**Metal layers overlaid**

The bar under the picture is 20 um long.
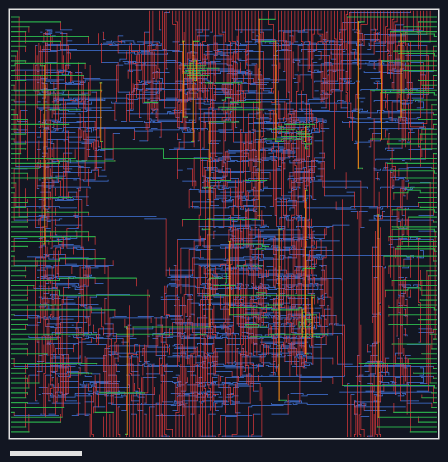
**Sizing map**

The bar under the picture is 20 um long.
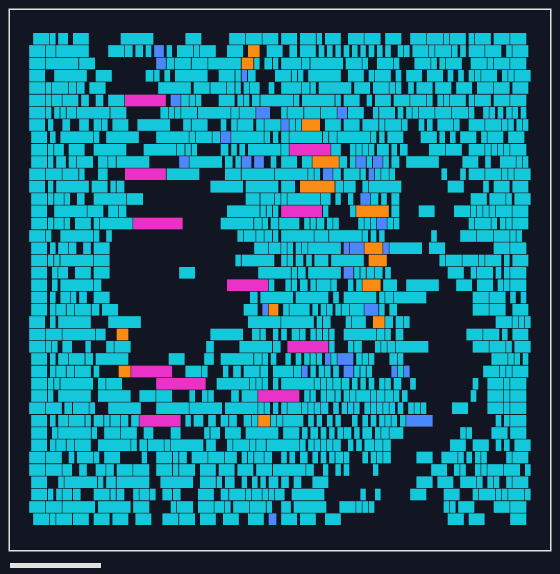
**Clock nets**

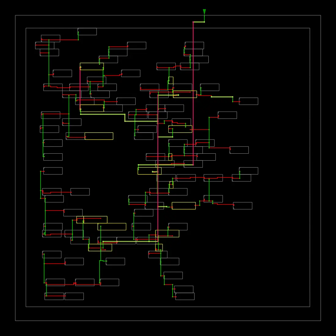
**Port wiring**

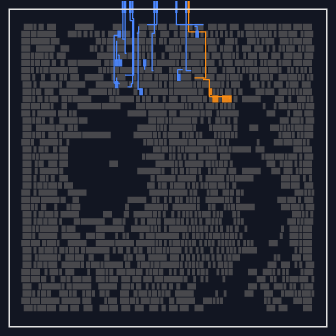
**Sequential cells colored by netlist name**

The bar under the picture is 20 um long.
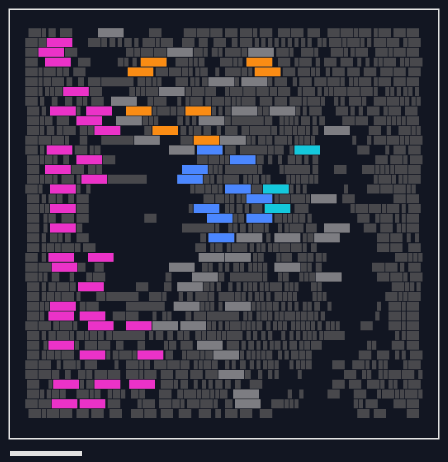
File: config.mk
export PLATFORM = sky130hd
export DESIGN_NAME = ocp_req_scheduler_flat
export DESIGN_NICKNAME = d
export VERILOG_FILES = /design/src/rtl/ocp_req_scheduler_if.sv /design/src/rtl/ocp_req_scheduler.sv /design/src/flat_wrapper.sv
export SDC_FILE = /design/constraint.sdc
export NUM_CORES = 1
export LEC_CHECK = 0
export ABC_AREA = 1
export CORE_MARGIN = 4
export CORE_UTILIZATION = 41
export DETAILED_ROUTE_END_ITERATION = 8
export PLACE_DENSITY = 0.95
export RECOVER_POWER = 25
export SYNTH_ARGS = -nofsm -noshare
export SYNTH_HDL_FRONTEND = slang
export SYNTH_SLANG_ARGS = --single-unit
File: constraint.sdc
create_clock -name sys_clk -period 5.09 [get_ports sys_clk]
set_input_delay 0.7635 -clock sys_clk [delete_from_list [all_inputs] [get_ports sys_clk]]
set_output_delay 0.7635 -clock sys_clk [all_outputs]
set_load 0.01 [all_outputs]
File: src/rtl/ocp_req_scheduler_if.sv
// Bridge-side bundle for the OCP request scheduler: PCIe write/read request channels,
// completion return, OCP master command/data/response signals and error reporting.
interface ocp_req_scheduler_if #(
  parameter int ADDR_W = 32,
  parameter int DATA_W = 32,
  parameter int LEN_W  = 10,
  parameter int TAG_W  = 8
);
  logic              wr_req_valid;
  logic              wr_req_ready;
  logic [ADDR_W-1:0] wr_addr;
  logic [LEN_W-1:0]  wr_len;
  logic              wr_resp_en;
  logic              wr_data_valid;
  logic              wr_data_ready;
  logic [DATA_W-1:0] wr_data;

  logic              rd_req_valid;
  logic              rd_req_ready;
  logic [ADDR_W-1:0] rd_addr;
  logic [LEN_W-1:0]  rd_len;
  logic [TAG_W-1:0]  rd_tag;

  logic              cpl_valid;
  logic              cpl_ready;
  logic [DATA_W-1:0] cpl_data;
  logic [TAG_W-1:0]  cpl_tag;
  logic              cpl_last;
  logic [1:0]        cpl_status;

  logic [ADDR_W-1:0] mst_address;
  logic [LEN_W-1:0]  mst_burst_length;
  logic [2:0]        mst_burst_seq;
  logic              mst_write_request;
  logic              mst_read_request;
  logic [DATA_W-1:0] mst_write_data;
  logic              mst_data_valid;
  logic              mst_data_last;
  logic              mst_cmd_accept;
  logic              mst_data_accept;
  logic [1:0]        mst_resp;
  logic [DATA_W-1:0] mst_read_data;
  logic              mst_resp_accept;

  logic              err_valid;
  logic [1:0]        err_code;
  logic [TAG_W-1:0]  err_tag;
  logic              busy;

  modport master (
    input  wr_req_valid, wr_addr, wr_len, wr_resp_en, wr_data_valid, wr_data,
    input  rd_req_valid, rd_addr, rd_len, rd_tag, cpl_ready,
    input  mst_cmd_accept, mst_data_accept, mst_resp, mst_read_data,
    output wr_req_ready, wr_data_ready, rd_req_ready,
    output cpl_valid, cpl_data, cpl_tag, cpl_last, cpl_status,
    output mst_address, mst_burst_length, mst_burst_seq, mst_write_request, mst_read_request,
    output mst_write_data, mst_data_valid, mst_data_last, mst_resp_accept,
    output err_valid, err_code, err_tag, busy
  );

  modport slave (
    output wr_req_valid, wr_addr, wr_len, wr_resp_en, wr_data_valid, wr_data,
    output rd_req_valid, rd_addr, rd_len, rd_tag, cpl_ready,
    output mst_cmd_accept, mst_data_accept, mst_resp, mst_read_data,
    input  wr_req_ready, wr_data_ready, rd_req_ready,
    input  cpl_valid, cpl_data, cpl_tag, cpl_last, cpl_status,
    input  mst_address, mst_burst_length, mst_burst_seq, mst_write_request, mst_read_request,
    input  mst_write_data, mst_data_valid, mst_data_last, mst_resp_accept,
    input  err_valid, err_code, err_tag, busy
  );
endinterface

File: src/rtl/ocp_req_scheduler.sv
// Write-first (bounded streak) scheduler feeding the OCP master one transaction at a time; grant -> request next cycle.
// Backpressure: data/completion readies mirror OCP accepts / cpl_ready; stalls beyond TIMEOUT abort with an error pulse.
module ocp_req_scheduler #(
  parameter int ADDR_W        = 32,
  parameter int DATA_W        = 32,
  parameter int LEN_W         = 10,
  parameter int TAG_W         = 8,
  parameter int MAX_WR_STREAK = 4,
  parameter int TIMEOUT       = 1023
) (
  input  logic                sys_clk,
  input  logic                reset_n,
  ocp_req_scheduler_if.master bus
);
  localparam int STRK_W = $clog2(MAX_WR_STREAK + 1);
  localparam int TO_W   = $clog2(TIMEOUT + 1);
  localparam logic [STRK_W-1:0] STRK_MAX = STRK_W'(MAX_WR_STREAK);
  localparam logic [TO_W-1:0]   TO_LAST  = TO_W'(TIMEOUT - 1);
  localparam logic [1:0] R_NULL = 2'b00, R_DVA = 2'b01, R_FAIL = 2'b10, R_ERR = 2'b11;

  typedef enum logic [2:0] {S_IDLE, S_WR_XFER, S_WR_RESP, S_RD_CMD, S_RD_RESP} state_e;

  state_e              state_q, state_d;
  logic [STRK_W-1:0]   streak_q, streak_d;
  logic [TO_W-1:0]     to_q, to_d;
  logic [LEN_W-1:0]    beat_q, beat_d, len_q, len_d;
  logic [ADDR_W-1:0]   addr_q, addr_d;
  logic [TAG_W-1:0]    tag_q, tag_d, err_tag_q, err_tag_d;
  logic                resp_en_q, resp_en_d, cmd_done_q, cmd_done_d, err_vld_q, err_vld_d;
  logic [1:0]          err_code_q, err_code_d;
  logic                wr_win, rd_win, progress, data_act, last_beat, beat_fire, cmd_fire, cpl_fire;

  function automatic logic [LEN_W-1:0] len_eff(input logic [LEN_W-1:0] l);
    return (l == '0) ? LEN_W'(1) : l;
  endfunction

  always_comb begin
    state_d    = state_q;
    streak_d   = streak_q;
    to_d       = to_q;
    beat_d     = beat_q;
    len_d      = len_q;
    addr_d     = addr_q;
    tag_d      = tag_q;
    resp_en_d  = resp_en_q;
    cmd_done_d = cmd_done_q;
    err_vld_d  = 1'b0;
    err_code_d = 2'b00;
    err_tag_d  = '0;
    wr_win     = 1'b0;
    rd_win     = 1'b0;
    progress   = 1'b0;
    beat_fire  = 1'b0;
    cmd_fire   = 1'b0;
    cpl_fire   = 1'b0;
    data_act   = (beat_q != len_q);
    last_beat  = (beat_q == len_q - LEN_W'(1));

    bus.wr_req_ready      = 1'b0;
    bus.rd_req_ready      = 1'b0;
    bus.wr_data_ready     = 1'b0;
    bus.mst_write_request = 1'b0;
    bus.mst_read_request  = 1'b0;
    bus.mst_write_data    = {DATA_W{1'b0}};
    bus.mst_data_valid    = 1'b0;
    bus.mst_data_last     = 1'b0;
    bus.mst_resp_accept   = 1'b0;
    bus.cpl_valid         = 1'b0;
    bus.cpl_data          = {DATA_W{1'b0}};
    bus.cpl_tag           = '0;
    bus.cpl_last          = 1'b0;
    bus.cpl_status        = 2'b00;

    case (state_q)
      S_IDLE: begin
        wr_win = bus.wr_req_valid && (!bus.rd_req_valid || (streak_q < STRK_MAX));
        rd_win = bus.rd_req_valid && !wr_win;
        bus.wr_req_ready = wr_win;
        bus.rd_req_ready = rd_win;
        to_d       = '0;
        beat_d     = '0;
        cmd_done_d = 1'b0;
        if (wr_win) begin
          state_d   = S_WR_XFER;
          addr_d    = bus.wr_addr;
          len_d     = len_eff(bus.wr_len);
          tag_d     = '0;
          resp_en_d = bus.wr_resp_en;
          if (!bus.rd_req_valid)      streak_d = '0;
          else if (streak_q != STRK_MAX) streak_d = streak_q + STRK_W'(1);
        end else if (rd_win) begin
          state_d   = S_RD_CMD;
          addr_d    = bus.rd_addr;
          len_d     = len_eff(bus.rd_len);
          tag_d     = bus.rd_tag;
          resp_en_d = 1'b0;
          streak_d  = '0;
        end
      end
      S_WR_XFER: begin
        // Command and data phases run independently; leave only when both are finished.
        bus.mst_write_request = !cmd_done_q;
        bus.mst_data_valid    = data_act && bus.wr_data_valid;
        bus.mst_write_data    = bus.wr_data;
        bus.mst_data_last     = data_act && last_beat;
        bus.wr_data_ready     = data_act && bus.mst_data_accept;
        cmd_fire  = !cmd_done_q && bus.mst_cmd_accept;
        beat_fire = data_act && bus.wr_data_valid && bus.mst_data_accept;
        progress  = cmd_fire || beat_fire;
        if (cmd_fire)  cmd_done_d = 1'b1;
        if (beat_fire) beat_d = beat_q + LEN_W'(1);
        if ((cmd_done_q || bus.mst_cmd_accept) && (!data_act || (beat_fire && last_beat)))
          state_d = resp_en_q ? S_WR_RESP : S_IDLE;
      end
      S_WR_RESP: begin
        bus.mst_resp_accept = 1'b1;
        progress = (bus.mst_resp != R_NULL);
        if (bus.mst_resp == R_DVA) begin
          state_d = S_IDLE;
        end else if (bus.mst_resp != R_NULL) begin
          state_d    = S_IDLE;
          err_vld_d  = 1'b1;
          err_code_d = (bus.mst_resp == R_FAIL) ? 2'b01 : 2'b10;
          err_tag_d  = tag_q;
        end
      end
      S_RD_CMD: begin
        bus.mst_read_request = 1'b1;
        if (bus.mst_cmd_accept) begin
          progress = 1'b1;
          beat_d   = '0;
          state_d  = S_RD_RESP;
        end
      end
      S_RD_RESP: begin
        bus.cpl_valid       = (bus.mst_resp != R_NULL);
        bus.cpl_data        = bus.mst_read_data;
        bus.cpl_status      = bus.mst_resp;
        bus.cpl_tag         = tag_q;
        bus.cpl_last        = bus.cpl_valid && last_beat;
        bus.mst_resp_accept = bus.cpl_ready;
        cpl_fire = bus.cpl_valid && bus.cpl_ready;
        progress = cpl_fire;
        if (cpl_fire) begin
          beat_d = beat_q + LEN_W'(1);
          if (bus.mst_resp == R_FAIL || bus.mst_resp == R_ERR) begin
            err_vld_d  = 1'b1;
            err_code_d = (bus.mst_resp == R_FAIL) ? 2'b01 : 2'b10;
            err_tag_d  = tag_q;
          end
          if (last_beat) state_d = S_IDLE;
        end
      end
      default: state_d = S_IDLE;
    endcase

    // Stall watchdog: any handshake restarts the count; expiry abandons the transaction.
    if (state_q != S_IDLE) begin
      if (progress) begin
        to_d = '0;
      end else if (to_q == TO_LAST) begin
        to_d       = '0;
        state_d    = S_IDLE;
        err_vld_d  = 1'b1;
        err_code_d = 2'b11;
        err_tag_d  = tag_q;
      end else begin
        to_d = to_q + TO_W'(1);
      end
    end
  end

  always_ff @(posedge sys_clk) begin
    if (!reset_n) begin
      state_q    <= S_IDLE;
      streak_q   <= '0;
      to_q       <= '0;
      beat_q     <= '0;
      len_q      <= '0;
      addr_q     <= '0;
      tag_q      <= '0;
      resp_en_q  <= 1'b0;
      cmd_done_q <= 1'b0;
      err_vld_q  <= 1'b0;
      err_code_q <= 2'b00;
      err_tag_q  <= '0;
    end else begin
      state_q    <= state_d;
      streak_q   <= streak_d;
      to_q       <= to_d;
      beat_q     <= beat_d;
      len_q      <= len_d;
      addr_q     <= addr_d;
      tag_q      <= tag_d;
      resp_en_q  <= resp_en_d;
      cmd_done_q <= cmd_done_d;
      err_vld_q  <= err_vld_d;
      err_code_q <= err_code_d;
      err_tag_q  <= err_tag_d;
    end
  end

  assign bus.mst_address      = addr_q;
  assign bus.mst_burst_length = len_q;
  assign bus.mst_burst_seq    = 3'b000;
  assign bus.err_valid        = err_vld_q;
  assign bus.err_code         = err_code_q;
  assign bus.err_tag          = err_tag_q;
  assign bus.busy             = (state_q != S_IDLE);

endmodule
File: src/flat_wrapper.sv
// flat-port wrapper written by rule: the top's interface ports become plain ports
module ocp_req_scheduler_flat 
#(
  parameter int ADDR_W        = 32,
  parameter int DATA_W        = 32,
  parameter int LEN_W         = 10,
  parameter int TAG_W         = 8,
  parameter int MAX_WR_STREAK = 4,
  parameter int TIMEOUT       = 1023
)
  (sys_clk, reset_n, bus_wr_req_valid, bus_wr_addr, bus_wr_len, bus_wr_resp_en, bus_wr_data_valid, bus_wr_data, bus_rd_req_valid, bus_rd_addr, bus_rd_len, bus_rd_tag, bus_cpl_ready, bus_mst_cmd_accept, bus_mst_data_accept, bus_mst_resp, bus_mst_read_data, bus_wr_req_ready, bus_wr_data_ready, bus_rd_req_ready, bus_cpl_valid, bus_cpl_data, bus_cpl_tag, bus_cpl_last, bus_cpl_status, bus_mst_address, bus_mst_burst_length, bus_mst_burst_seq, bus_mst_write_request, bus_mst_read_request, bus_mst_write_data, bus_mst_data_valid, bus_mst_data_last, bus_mst_resp_accept, bus_err_valid, bus_err_code, bus_err_tag, bus_busy);
  ocp_req_scheduler_if #(.ADDR_W(ADDR_W), .DATA_W(DATA_W), .LEN_W(LEN_W), .TAG_W(TAG_W)) bus_i ();
  input  logic sys_clk;
  input  logic reset_n;
  input wire logic [$bits(bus_i.wr_req_valid)-1:0] bus_wr_req_valid;
  input wire logic [$bits(bus_i.wr_addr)-1:0] bus_wr_addr;
  input wire logic [$bits(bus_i.wr_len)-1:0] bus_wr_len;
  input wire logic [$bits(bus_i.wr_resp_en)-1:0] bus_wr_resp_en;
  input wire logic [$bits(bus_i.wr_data_valid)-1:0] bus_wr_data_valid;
  input wire logic [$bits(bus_i.wr_data)-1:0] bus_wr_data;
  input wire logic [$bits(bus_i.rd_req_valid)-1:0] bus_rd_req_valid;
  input wire logic [$bits(bus_i.rd_addr)-1:0] bus_rd_addr;
  input wire logic [$bits(bus_i.rd_len)-1:0] bus_rd_len;
  input wire logic [$bits(bus_i.rd_tag)-1:0] bus_rd_tag;
  input wire logic [$bits(bus_i.cpl_ready)-1:0] bus_cpl_ready;
  input wire logic [$bits(bus_i.mst_cmd_accept)-1:0] bus_mst_cmd_accept;
  input wire logic [$bits(bus_i.mst_data_accept)-1:0] bus_mst_data_accept;
  input wire logic [$bits(bus_i.mst_resp)-1:0] bus_mst_resp;
  input wire logic [$bits(bus_i.mst_read_data)-1:0] bus_mst_read_data;
  output wire logic [$bits(bus_i.wr_req_ready)-1:0] bus_wr_req_ready;
  output wire logic [$bits(bus_i.wr_data_ready)-1:0] bus_wr_data_ready;
  output wire logic [$bits(bus_i.rd_req_ready)-1:0] bus_rd_req_ready;
  output wire logic [$bits(bus_i.cpl_valid)-1:0] bus_cpl_valid;
  output wire logic [$bits(bus_i.cpl_data)-1:0] bus_cpl_data;
  output wire logic [$bits(bus_i.cpl_tag)-1:0] bus_cpl_tag;
  output wire logic [$bits(bus_i.cpl_last)-1:0] bus_cpl_last;
  output wire logic [$bits(bus_i.cpl_status)-1:0] bus_cpl_status;
  output wire logic [$bits(bus_i.mst_address)-1:0] bus_mst_address;
  output wire logic [$bits(bus_i.mst_burst_length)-1:0] bus_mst_burst_length;
  output wire logic [$bits(bus_i.mst_burst_seq)-1:0] bus_mst_burst_seq;
  output wire logic [$bits(bus_i.mst_write_request)-1:0] bus_mst_write_request;
  output wire logic [$bits(bus_i.mst_read_request)-1:0] bus_mst_read_request;
  output wire logic [$bits(bus_i.mst_write_data)-1:0] bus_mst_write_data;
  output wire logic [$bits(bus_i.mst_data_valid)-1:0] bus_mst_data_valid;
  output wire logic [$bits(bus_i.mst_data_last)-1:0] bus_mst_data_last;
  output wire logic [$bits(bus_i.mst_resp_accept)-1:0] bus_mst_resp_accept;
  output wire logic [$bits(bus_i.err_valid)-1:0] bus_err_valid;
  output wire logic [$bits(bus_i.err_code)-1:0] bus_err_code;
  output wire logic [$bits(bus_i.err_tag)-1:0] bus_err_tag;
  output wire logic [$bits(bus_i.busy)-1:0] bus_busy;
  assign bus_i.wr_req_valid = bus_wr_req_valid;
  assign bus_i.wr_addr = bus_wr_addr;
  assign bus_i.wr_len = bus_wr_len;
  assign bus_i.wr_resp_en = bus_wr_resp_en;
  assign bus_i.wr_data_valid = bus_wr_data_valid;
  assign bus_i.wr_data = bus_wr_data;
  assign bus_i.rd_req_valid = bus_rd_req_valid;
  assign bus_i.rd_addr = bus_rd_addr;
  assign bus_i.rd_len = bus_rd_len;
  assign bus_i.rd_tag = bus_rd_tag;
  assign bus_i.cpl_ready = bus_cpl_ready;
  assign bus_i.mst_cmd_accept = bus_mst_cmd_accept;
  assign bus_i.mst_data_accept = bus_mst_data_accept;
  assign bus_i.mst_resp = bus_mst_resp;
  assign bus_i.mst_read_data = bus_mst_read_data;
  assign bus_wr_req_ready = bus_i.wr_req_ready;
  assign bus_wr_data_ready = bus_i.wr_data_ready;
  assign bus_rd_req_ready = bus_i.rd_req_ready;
  assign bus_cpl_valid = bus_i.cpl_valid;
  assign bus_cpl_data = bus_i.cpl_data;
  assign bus_cpl_tag = bus_i.cpl_tag;
  assign bus_cpl_last = bus_i.cpl_last;
  assign bus_cpl_status = bus_i.cpl_status;
  assign bus_mst_address = bus_i.mst_address;
  assign bus_mst_burst_length = bus_i.mst_burst_length;
  assign bus_mst_burst_seq = bus_i.mst_burst_seq;
  assign bus_mst_write_request = bus_i.mst_write_request;
  assign bus_mst_read_request = bus_i.mst_read_request;
  assign bus_mst_write_data = bus_i.mst_write_data;
  assign bus_mst_data_valid = bus_i.mst_data_valid;
  assign bus_mst_data_last = bus_i.mst_data_last;
  assign bus_mst_resp_accept = bus_i.mst_resp_accept;
  assign bus_err_valid = bus_i.err_valid;
  assign bus_err_code = bus_i.err_code;
  assign bus_err_tag = bus_i.err_tag;
  assign bus_busy = bus_i.busy;
  ocp_req_scheduler #(.ADDR_W(ADDR_W), .DATA_W(DATA_W), .LEN_W(LEN_W), .TAG_W(TAG_W), .MAX_WR_STREAK(MAX_WR_STREAK), .TIMEOUT(TIMEOUT)) u_core (.sys_clk(sys_clk), .reset_n(reset_n), .bus(bus_i));
endmodule
==> GITHUB_STEP_SUMMARY <==
## Synthesis and layout report

| Metric | Value |
|---|---|
| I/O Pins | `approximately 310` |
| Relative slew slack | `-46.8%` |
| CP startpoint | `reset_n` |
| WHS Path Cells | `2` |
| Final min period | `4.00 ns` |
| Worst reg-to-reg path cell count | `8` |
| Post_cts resized | `0` |
| CTS buffer count | `9` |
| Clk_lat worst skew | `0.34 ns` |
| Pwr Total | `approximately 2.3 mW` |
| Tcrit/Tclk final | `around 80%` |
| Delay-heaviest family, CP | `buffers and inverters` |
| Total power density per cell area | `267 mW/mm2` |
| Vias in the first global route | `~6000` |
| Final Max Tran Viols | `between 50 and 60` |
| Largest net degree at the start of global routing | `~71` |
| Crit Path Max Fanout | `57` |
| Gate count of the mapped netlist | `802` |
| # rows | `40` |
| Top-count cell post-synth | `nand2_1` |
| Clock Pin Slew Worst Setup and Hold Paths | `0.06 ns` |
| WS Path Type | `in -> reg` |
| Hold Path Sink | `u_core.bus.err_tag[6]` |
| Least-Margin Pin Slew | `2.20 ns` |
| Leak pwr | `3.68 nW` |
| Htree depth | `3` |
| Setup TNS | `0 ns` |
| Worst path slowest cell | `clkbuf_1` |
| Antenna cell count | `0` |
| Max IR drop VDD | `174 uV` |
| Die width | `119 um` |
| Crit path arrival time | `4.25 ns` |
| HPWL after DPL | `between 10 and 15 mm` |
| Crit path launch type | `input pin` |
| Synth Flop Type | `dfxtp_1` |
| CP peak stage delay | `1.55 ns` |
| Ys Warns | `0` |
| RSZ-0062 raised after global routing | `false` |
| Hold path start | `u_core.tag_q[6]` |
| Fp_density | `a little over two fifths` |
| Hold_buf cts | `0` |
| Synth area leader | `dfxtp_1` |
| Die Ht | `119 um` |
| Max Cap Viol | `1` |
| Synth Area per Inst | `approximately 6.3 um2` |
| Tally of OpenROAD warnings | `29` |
| Seq share, synth | `between 30% and 40%` |
| CTS tree | `yes` |
| DRT iter0 DRCs | `328` |
| Area Overhead vs Synth | `67.3%` |
| Hold Crit Class | `reg -> reg` |
| GP Congestion | `between 0.8 and 0.9` |
| Core Area | `0.0121 mm2` |
| FMAX | `0.250 GHz` |
| IO buf count | `just over 300` |
| Buffers and inverters on the worst path | `3` |
| Unique cell type count in the Yosys netlist | `slightly above 40` |
| YS chip area | `0.00507 mm2` |
| Top cells, area | `dfxtp_1, nand2_1, nor2_1` |
| Failing checks | `capacitance limit, slew limit` |
| Root Buffer | `clkbuf_16` |
| Antenna-violating nets left | `0` |
| Total gr overflow | `0` |
| Clk sinks | `around 89` |
| Post-Syn Area | `0.00507 mm2` |
| Initial antenna violation count | `0` |
| Reg2Reg Setup Slack | `2.40 ns` |
| Yosys Instances | `802` |
| Fraction of registers with async set or reset after synthesis | `0%` |
| Outcome | `finished, violations left` |
| Critical Path End Type | `flop` |
| Post-CTS Setup Bufs | `0` |
| GRT Overall Usage | `25.6%` |
| Crit path cell chain | `buf_2, clkbuf_1, inv_1, nor2_1, nand4_4, nor3b_1` |
| Nets | `1260` |
| Die area | `around 0.014 mm2` |
| Vias/cell | `4.92` |
| Vias | `about 6200` |
| Synth cell count leaders | `nand2_1, nor2_1, inv_1` |
| Routed wire length | `18.9 mm` |
| Count of library flops with an enable pin | `0` |
| Clock Tree Buf Depth | `2` |
| Share of cells above drive strength 1 | `under 10%` |
| RR Startpoint | `u_core.state_q[1]` |
| Wire per inst | `15.0 um` |
| Setup Viol. Count Final | `0` |
| First-pass GRT wire length | `slightly below 30 mm` |
| Top cell area share | `about a third` |
| Final Hold Violation Tally | `0` |
-- 'metal layers overlaid' (at the start) --
[red] M2 | wire length: 9850 um
[green] M3 | wire length: 1930 um
[orange] M4 | wire length: 573 um
[blue] M1 | wire length: 6550 um

-- 'sizing map' (at the start) --
[magenta] x6 and larger | cells: 11 | share: 1.0%
[cyan] x1 and smaller | cells: 1036 | share: 95%
[blue] x2 | cells: 31 | share: 2.8%
[orange] x3 and x4 | cells: 14 | share: 1.3%

-- 'clock nets' (at the start) --
Power Clock: 0.698 mW
registers: 89
Final Skew: 0.00683 ns

-- 'port wiring' (at the start) --
[blue] bus_cpl_tag | bits: 8 | direction: output | end cells: 8 | buffers: 8 | wire: 232 um
[orange] bus_mst_cmd_accept | bits: 1 | direction: input | end cells: 4 | buffers: 1 | wire: 54.9 um

-- 'sequential cells colored by netlist name' (at the start) --
[blue] u_core.to_q | placed flops: 10 | where: center
[orange] u_core.bus.err_tag | placed flops: 8
[cyan] u_core.state_q | placed flops: 3
[magenta] u_core.bus.mst_address | placed flops: 32 | where: a column on the left
not colored: 36

cells by family after synthesis:
kind of cell / count (synthesis) / share of synthesized area (%)
adders and majority gates: 6 / 1.48
xor gates and xnor gates: 14 / 2.56
buffers and inverters: 164 / 12.9
DFF: 89 / 35.1
other: 1 / 0.0739
and+or+nand+nor: 396 / 33.0
AOI/OAI and AO/OA: 132 / 14.9
per-layer routing:
| layer | wire length, um | GRT usage [%] | vias to the layer above |
|---|---|---|---|
| met4 | 573 | 9.20 | 0 |
| met3 | 1930 | 8.69 | 44 |
| met1 | 6550 | 25.7 | 2753 |
| li1 | - | - | 3077 |
| met5 | 0 | 0 | - |
| met2 | 9850 | 48.6 | 320 |
tightest hold or removal path: stages (launching register included):
cell     delay [ns]
dfxtp_1        0.31
nand2_1        0.08
nor2_2         0.04
sequential cells by signal, summed over array words and instances (netlist names), 3 cells and up:
register / count
u_core.streak_q: 3
u_core.beat_q: 10
u_core.tag_q: 8
u_core.bus.mst_burst_length: 10
u_core.bus.mst_address: 32
u_core.to_q: 10
u_core.state_q: 3
u_core.bus.err_tag: 8
cells in the final DEF, fill, tap and decap left out, types with 3 or more instances in the layout:
cell type	synthesis	layout
nor3_1	3	4
conb_1	1	3
inv_2	9	9
buf_4	3	4
ha_1	6	6
xor2_1	7	7
dlygate4sd3_1	0	48
xnor2_1	6	6
o21ai_0	57	57
a31oi_1	40	40
nor3b_1	3	3
nor4_1	6	6
nand2_1	193	193
inv_1	117	117
nand3_1	31	31
dfxtp_1	89	89
clkbuf_16	0	9
clkbuf_1	22	3
nand4_1	3	3
clkdlybuf4s50_1	0	255
nor2_1	133	133
nand2_4	3	3
a21oi_1	27	27
nor2_2	12	12
final cells by class:
type	count	area [um2]
timing repair buffer	309	3070
clock inverter	5	80.1
sequential	89	1780
tap	168	210
inverter	127	479
fill	929	3570
clock buffer	11	233
multi-input combinational	551	2630
metrics by stage:
| step | hold slack, ns | instance area [um2] | util [%] | setup WS (ns) | cells |
|---|---|---|---|---|---|
| after floorplan | 0.430 | 5080 | - | 2.60 | 804 |
| after global placement | 0.445 | 8190 | 67.9 | 1.75 | 1244 |
| after detailed placement | 0.458 | 8190 | 67.9 | 1.71 | 1244 |
| after CTS | 0.469 | 8500 | 70.5 | 1.61 | 1260 |
| after global routing | 0.494 | 8490 | 70.4 | 0.719 | 1260 |
| final | 0.466 | 8490 | 70.4 | 1.09 | 1260 |
how the worst max path moves through the flow:
stage / endpoint / slack, ns / depth (start not counted)
2_1_floorplan: bus_cpl_last / 2.60 / 10
3_3_place_gp: bus_wr_req_ready / 1.75 / 6
3_5_place_dp: bus_wr_req_ready / 1.71 / 6
4_1_cts: bus_cpl_last / 1.61 / 11
5_1_grt: u_core.to_q[5] / 0.72 / 6
6_report: u_core.to_q[3] / 1.09 / 6
where the power goes:
group          internal [mW]  switching (mW)
combinational          0.358           0.399
clock                  0.430           0.268
sequential             0.761          0.0513
total                   1.55           0.719
No activity file was given, so power comes from the tool's default toggle rates.
